**Signal wires on met3**

(6 px per um) Cells faint in the background.
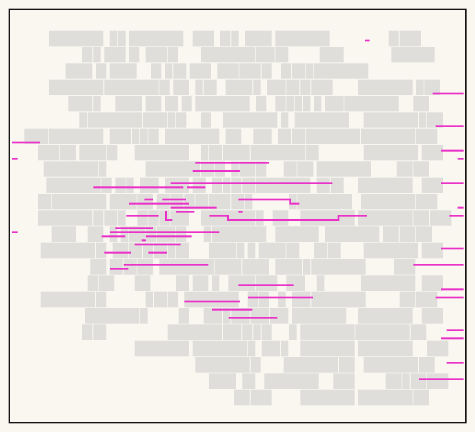
**Metal 1**

(4 px per um) Supply wires on this layer in grey.
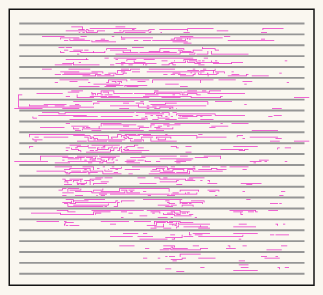
**Clock wiring as the flow saved it**

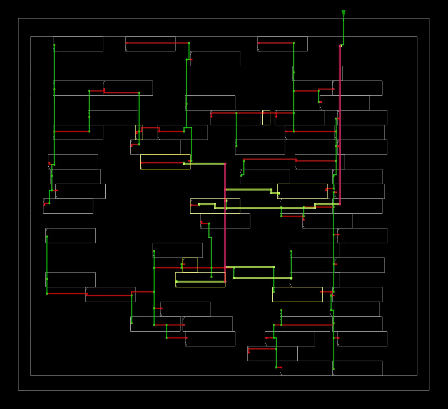
**Cell density map**

(4 px per um) The die is cut into 8 by 7 equal tiles; white is low, dark blue is high, 0 to 100% covered.
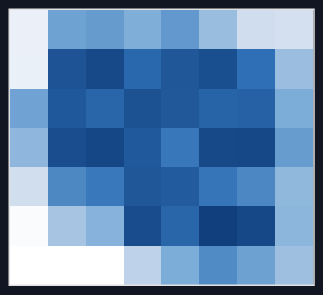
**Clock network drawn from the DEF**

(4 px per um)
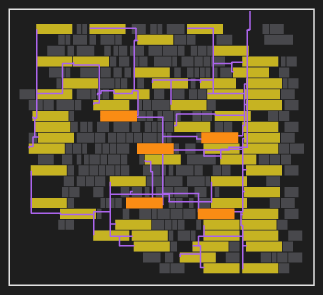
<file path="src/rtl/conv_out_sched.sv">
// Output-stage scheduler for one convolution layer: counts MAC taps per neuron, walks
// pixels and channels, and issues pipeline-aligned packed writes to the output RAM.
module conv_out_sched #(
    parameter int unsigned TAPS         = 25,
    parameter int unsigned PLANE_SIZE   = 784,
    parameter int unsigned OUT_CH       = 16,
    parameter int unsigned CH_PER_GROUP = 4,
    parameter int unsigned GROUP_STRIDE = 784,
    parameter int unsigned WR_DELAY     = 2,
    parameter int unsigned ADDR_W       = 16,
    localparam int unsigned LANE_W      = (CH_PER_GROUP > 1) ? $clog2(CH_PER_GROUP) : 1
) (
    input  logic              clk,
    input  logic              rst_n,
    input  logic              start,
    input  logic              in_valid,
    output logic              acc_clr,
    output logic              neuron_rdy,
    output logic              plane_rdy,
    output logic              wr_en,
    output logic [ADDR_W-1:0] wr_addr,
    output logic [LANE_W-1:0] wr_lane,
    output logic              busy,
    output logic              done
);

    localparam int unsigned TAP_W = (TAPS > 1) ? $clog2(TAPS) : 1;
    localparam int unsigned PIX_W = (PLANE_SIZE > 1) ? $clog2(PLANE_SIZE) : 1;
    localparam int unsigned CH_W  = (OUT_CH > 1) ? $clog2(OUT_CH) : 1;

    typedef enum logic [1:0] {StIdle, StRun, StDrain, StDone} state_e;

    state_e            state_q;
    logic [TAP_W-1:0]  tap_q;
    logic [PIX_W-1:0]  pix_q;
    logic [CH_W-1:0]   ch_q;
    logic              busy_q;
    logic              done_q;

    logic              tap_ok;
    logic              tap_last;
    logic              pix_last;
    logic              ch_last;
    logic [31:0]       addr_full;
    logic [ADDR_W-1:0] addr_now;
    logic [LANE_W-1:0] lane_now;
    logic              line_empty_next;

    // Bit 0 is the newest stage; the top bit drives wr_en.
    logic [WR_DELAY-1:0] v_q;
    logic [ADDR_W-1:0]   addr_q [WR_DELAY];
    logic [LANE_W-1:0]   lane_q [WR_DELAY];

    always_comb begin
        tap_ok     = (state_q == StRun) && in_valid;
        tap_last   = (tap_q == TAP_W'(TAPS - 1));
        pix_last   = (pix_q == PIX_W'(PLANE_SIZE - 1));
        ch_last    = (ch_q == CH_W'(OUT_CH - 1));
        acc_clr    = tap_ok && (tap_q == '0);
        neuron_rdy = tap_ok && tap_last;
        plane_rdy  = neuron_rdy && pix_last;
        addr_full  = (32'(ch_q) / CH_PER_GROUP) * GROUP_STRIDE + 32'(pix_q);
        addr_now   = ADDR_W'(addr_full);
        lane_now   = LANE_W'(32'(ch_q) % CH_PER_GROUP);
        // Only the oldest stage may still hold a write once the line shifts again.
        line_empty_next = ((v_q << 1) == '0);
    end

    always_ff @(posedge clk or negedge rst_n) begin
        if (!rst_n) begin
            state_q <= StIdle;
            tap_q   <= '0;
            pix_q   <= '0;
            ch_q    <= '0;
            busy_q  <= 1'b0;
            done_q  <= 1'b0;
        end else begin
            unique case (state_q)
                StIdle: begin
                    if (start) begin
                        state_q <= StRun;
                        tap_q   <= '0;
                        pix_q   <= '0;
                        ch_q    <= '0;
                        busy_q  <= 1'b1;
                    end
                end
                StRun: begin
                    if (in_valid) begin
                        if (!tap_last) begin
                            tap_q <= tap_q + 1'b1;
                        end else begin
                            tap_q <= '0;
                            if (!pix_last) begin
                                pix_q <= pix_q + 1'b1;
                            end else begin
                                pix_q <= '0;
                                if (!ch_last) begin
                                    ch_q <= ch_q + 1'b1;
                                end else begin
                                    ch_q    <= '0;
                                    state_q <= StDrain;
                                end
                            end
                        end
                    end
                end
                StDrain: begin
                    if (line_empty_next) begin
                        state_q <= StDone;
                        busy_q  <= 1'b0;
                        done_q  <= 1'b1;
                    end
                end
                StDone: begin
                    state_q <= StIdle;
                    done_q  <= 1'b0;
                end
                default: state_q <= StIdle;
            endcase
        end
    end

    always_ff @(posedge clk or negedge rst_n) begin
        if (!rst_n) begin
            v_q <= '0;
            for (int i = 0; i < WR_DELAY; i++) begin
                addr_q[i] <= '0;
                lane_q[i] <= '0;
            end
        end else begin
            v_q       <= (v_q << 1) | WR_DELAY'(neuron_rdy);
            addr_q[0] <= neuron_rdy ? addr_now : '0;
            lane_q[0] <= neuron_rdy ? lane_now : '0;
            for (int i = 1; i < WR_DELAY; i++) begin
                addr_q[i] <= addr_q[i-1];
                lane_q[i] <= lane_q[i-1];
            end
        end
    end

    assign wr_en   = v_q[WR_DELAY-1];
    assign wr_addr = addr_q[WR_DELAY-1];
    assign wr_lane = lane_q[WR_DELAY-1];
    assign busy    = busy_q;
    assign done    = done_q;

endmodule
</file>
<file path="config.mk">
export PLATFORM = sky130hd
export DESIGN_NAME = conv_out_sched
export DESIGN_NICKNAME = d
export VERILOG_FILES = /design/src/rtl/conv_out_sched.sv
export SDC_FILE = /design/constraint.sdc
export NUM_CORES = 1
export LEC_CHECK = 0
export CORE_ASPECT_RATIO = 0.9
export CORE_MARGIN = 2
export CORE_UTILIZATION = 56
export CTS_BUF_LIST = sky130_fd_sc_hd__clkbuf_16
export CTS_CLUSTER_SIZE = 20
export DETAILED_ROUTE_END_ITERATION = 10
export GPL_TIMING_DRIVEN = 0
export PLACE_DENSITY = 0.91
export SLEW_MARGIN = 15
export SYNTH_ARGS = -nofsm -noshare
export SYNTH_HDL_FRONTEND = slang
export SYNTH_SLANG_ARGS = --single-unit
</file>
<file path="constraint.sdc">
create_clock -name clk -period 2.5 [get_ports clk]
set_input_delay 0.25 -clock clk [delete_from_list [all_inputs] [get_ports clk]]
set_output_delay 0.25 -clock clk [all_outputs]
set_load 0.1 [all_outputs]
</file>
==> impl_metrics.env <==
# flow metrics
export IMPL_synth_area_leader_cell="dfrtp_1"
export IMPL_dpl_instance_area_sq_um=2950
export IMPL_yosysWarnings=0
export IMPL_post_place_ws_ns=-1.06
export IMPL_hold_depth=0
export IMPL_rsz0062_at_grt="false"
export IMPL_intPower_uw=1580
export IMPL_async_reset_ff_frac=1.00
export IMPL_mostFrequentLayoutCells="dfrtp_1 (55), clkdlybuf4s50_1 (20), buf_4 (19), nand2_1 (17), o21ai_0 (16)"
export IMPL_die_area_sq_um=5210
export IMPL_syn_area_sq_um=2600
export IMPL_critPathKind="flop to primary output"
export IMPL_p_leak_uw=0.00146
export IMPL_synth_distinct_cells=44
export IMPL_antenna_found_initial=0
export IMPL_path_max_fanout=10
export IMPL_fp_util=0.583
export IMPL_dp_hpwl_mm=3.34
export IMPL_ys_seq_share=0.529
export IMPL_setup_viol=0
export IMPL_p_comb_frac=0.273
export IMPL_die_h_um=68.7
export IMPL_maxCapViolations=0
export IMPL_path_cells="inv_1 > ha_1 > clkbuf_2 > nand4b_1 > or2_4 > nor2_4 > buf_6"
export IMPL_post_cts_buffers=1
export IMPL_status="complete, no violations"
export IMPL_grt_util_all_layers=0.201
export IMPL_setup_slack_ns=0.153
export IMPL_hold_path_class="flop to flop"
export IMPL_cp_start_kind="flop"
export IMPL_synth_most_common_cell="dfrtp_1"
export IMPL_slowest_stage="dfrtp_1"
export IMPL_ctsHoldBuffers=1
export IMPL_stdcell_count=343
export IMPL_max_slew_margin=0.351
About 'signal wires on met3':
- nets with wire on the layer: 39
- main direction: horizontal
- wire length on this layer: 303 um
- share of all routed wire: 6.3%
GR Util met3: 0.0422
DRT Wirelength: 4.80 mm
Via Count: 1903

About 'metal 1':
- wire length on this layer: 2110 um
- main direction: horizontal
- nets with wire on the layer: 264
met1 Resource Use GR: 0.266

About 'clock wiring as the flow saved it':
number of clock buffers in the layout: 5
TritonCTS sink count: 55
clk latency late pin: 0.28 ns
clk pwr: 645 uW
skew final: 0.00431 ns

About 'cell density map':
- nearly empty tiles: 5.4%
- mean over tiles: 58%
- densest ninth of the die: centre
Final Util: 0.699
Placeable Area: 4460 sq um

About 'clock network drawn from the DEF':
- clock wires: purple (length 545 um)
- flip-flops: yellow (count 55)
- clock drivers: orange (count 5)
- routed clock nets: 6
clock power share: 0.267

flip-flops by register name, indices dropped and copies added, names as in the netlist:
register  count
addr_q       13
busy          1
ch_q          4
done          1
lane_q        2
pix_q        10
state_q       2
tap_q         5
v_q           2
wr_addr      13
wr_lane       2
power by group through the flow:
stage                     clock network, uW  logic (uW)  registers, uW
after floorplan                           0         488           1110
after global placement                    0         618           1110
after detailed placement                  0         645           1120
after CTS                               664         657           1110
after global routing                    705         719           1120
final                                   645         661           1110
cells by family after synthesis:
| kind of cell | count (synthesis) | share of synthesized area |
|---|---|---|
| other | 1 | 0.00144 |
| AOI/OAI and AO/OA | 49 | 0.117 |
| and+or+nand+nor | 80 | 0.165 |
| DFF | 55 | 0.529 |
| xor gates and xnor gates | 5 | 0.0168 |
| adders and majority gates | 16 | 0.0798 |
| buffers and inverters | 36 | 0.0784 |
| muxes | 3 | 0.0120 |
layer usage:
metal	up-vias	wire, um	track usage
met4	0	57	0.0702
met5	-	0	0
li1	907	-	-
met1	914	2110	0.266
met2	73	2330	0.330
met3	9	303	0.0422
path summary, 6_finish.rpt:
path	from	endpoint	slack (ns)
hold reg to reg	addr_q[28]	wr_addr[12]	0.35
min in group asynchronous	rst_n	addr_q[18]	0.49
max in group asynchronous	rst_n	pix_q[7]	1.46
hold / removal	addr_q[28]	wr_addr[12]	0.35
setup reg to reg	state_q[1]	state_q[1]	0.22
setup / recovery	state_q[1]	plane_rdy	0.15
area by class of cell:
class                   instances  area (sq um)
flip-flops and latches         55          1380
fillers                       321          1340
repair buffers                 27           277
clock buffers                   5           125
inverters                      12          45.0
plain buffers                  23           156
clock inverters                 3          15.0
well taps                      62          77.6
multi-input cells             156          1050
Power and IR drop assume default switching activity.
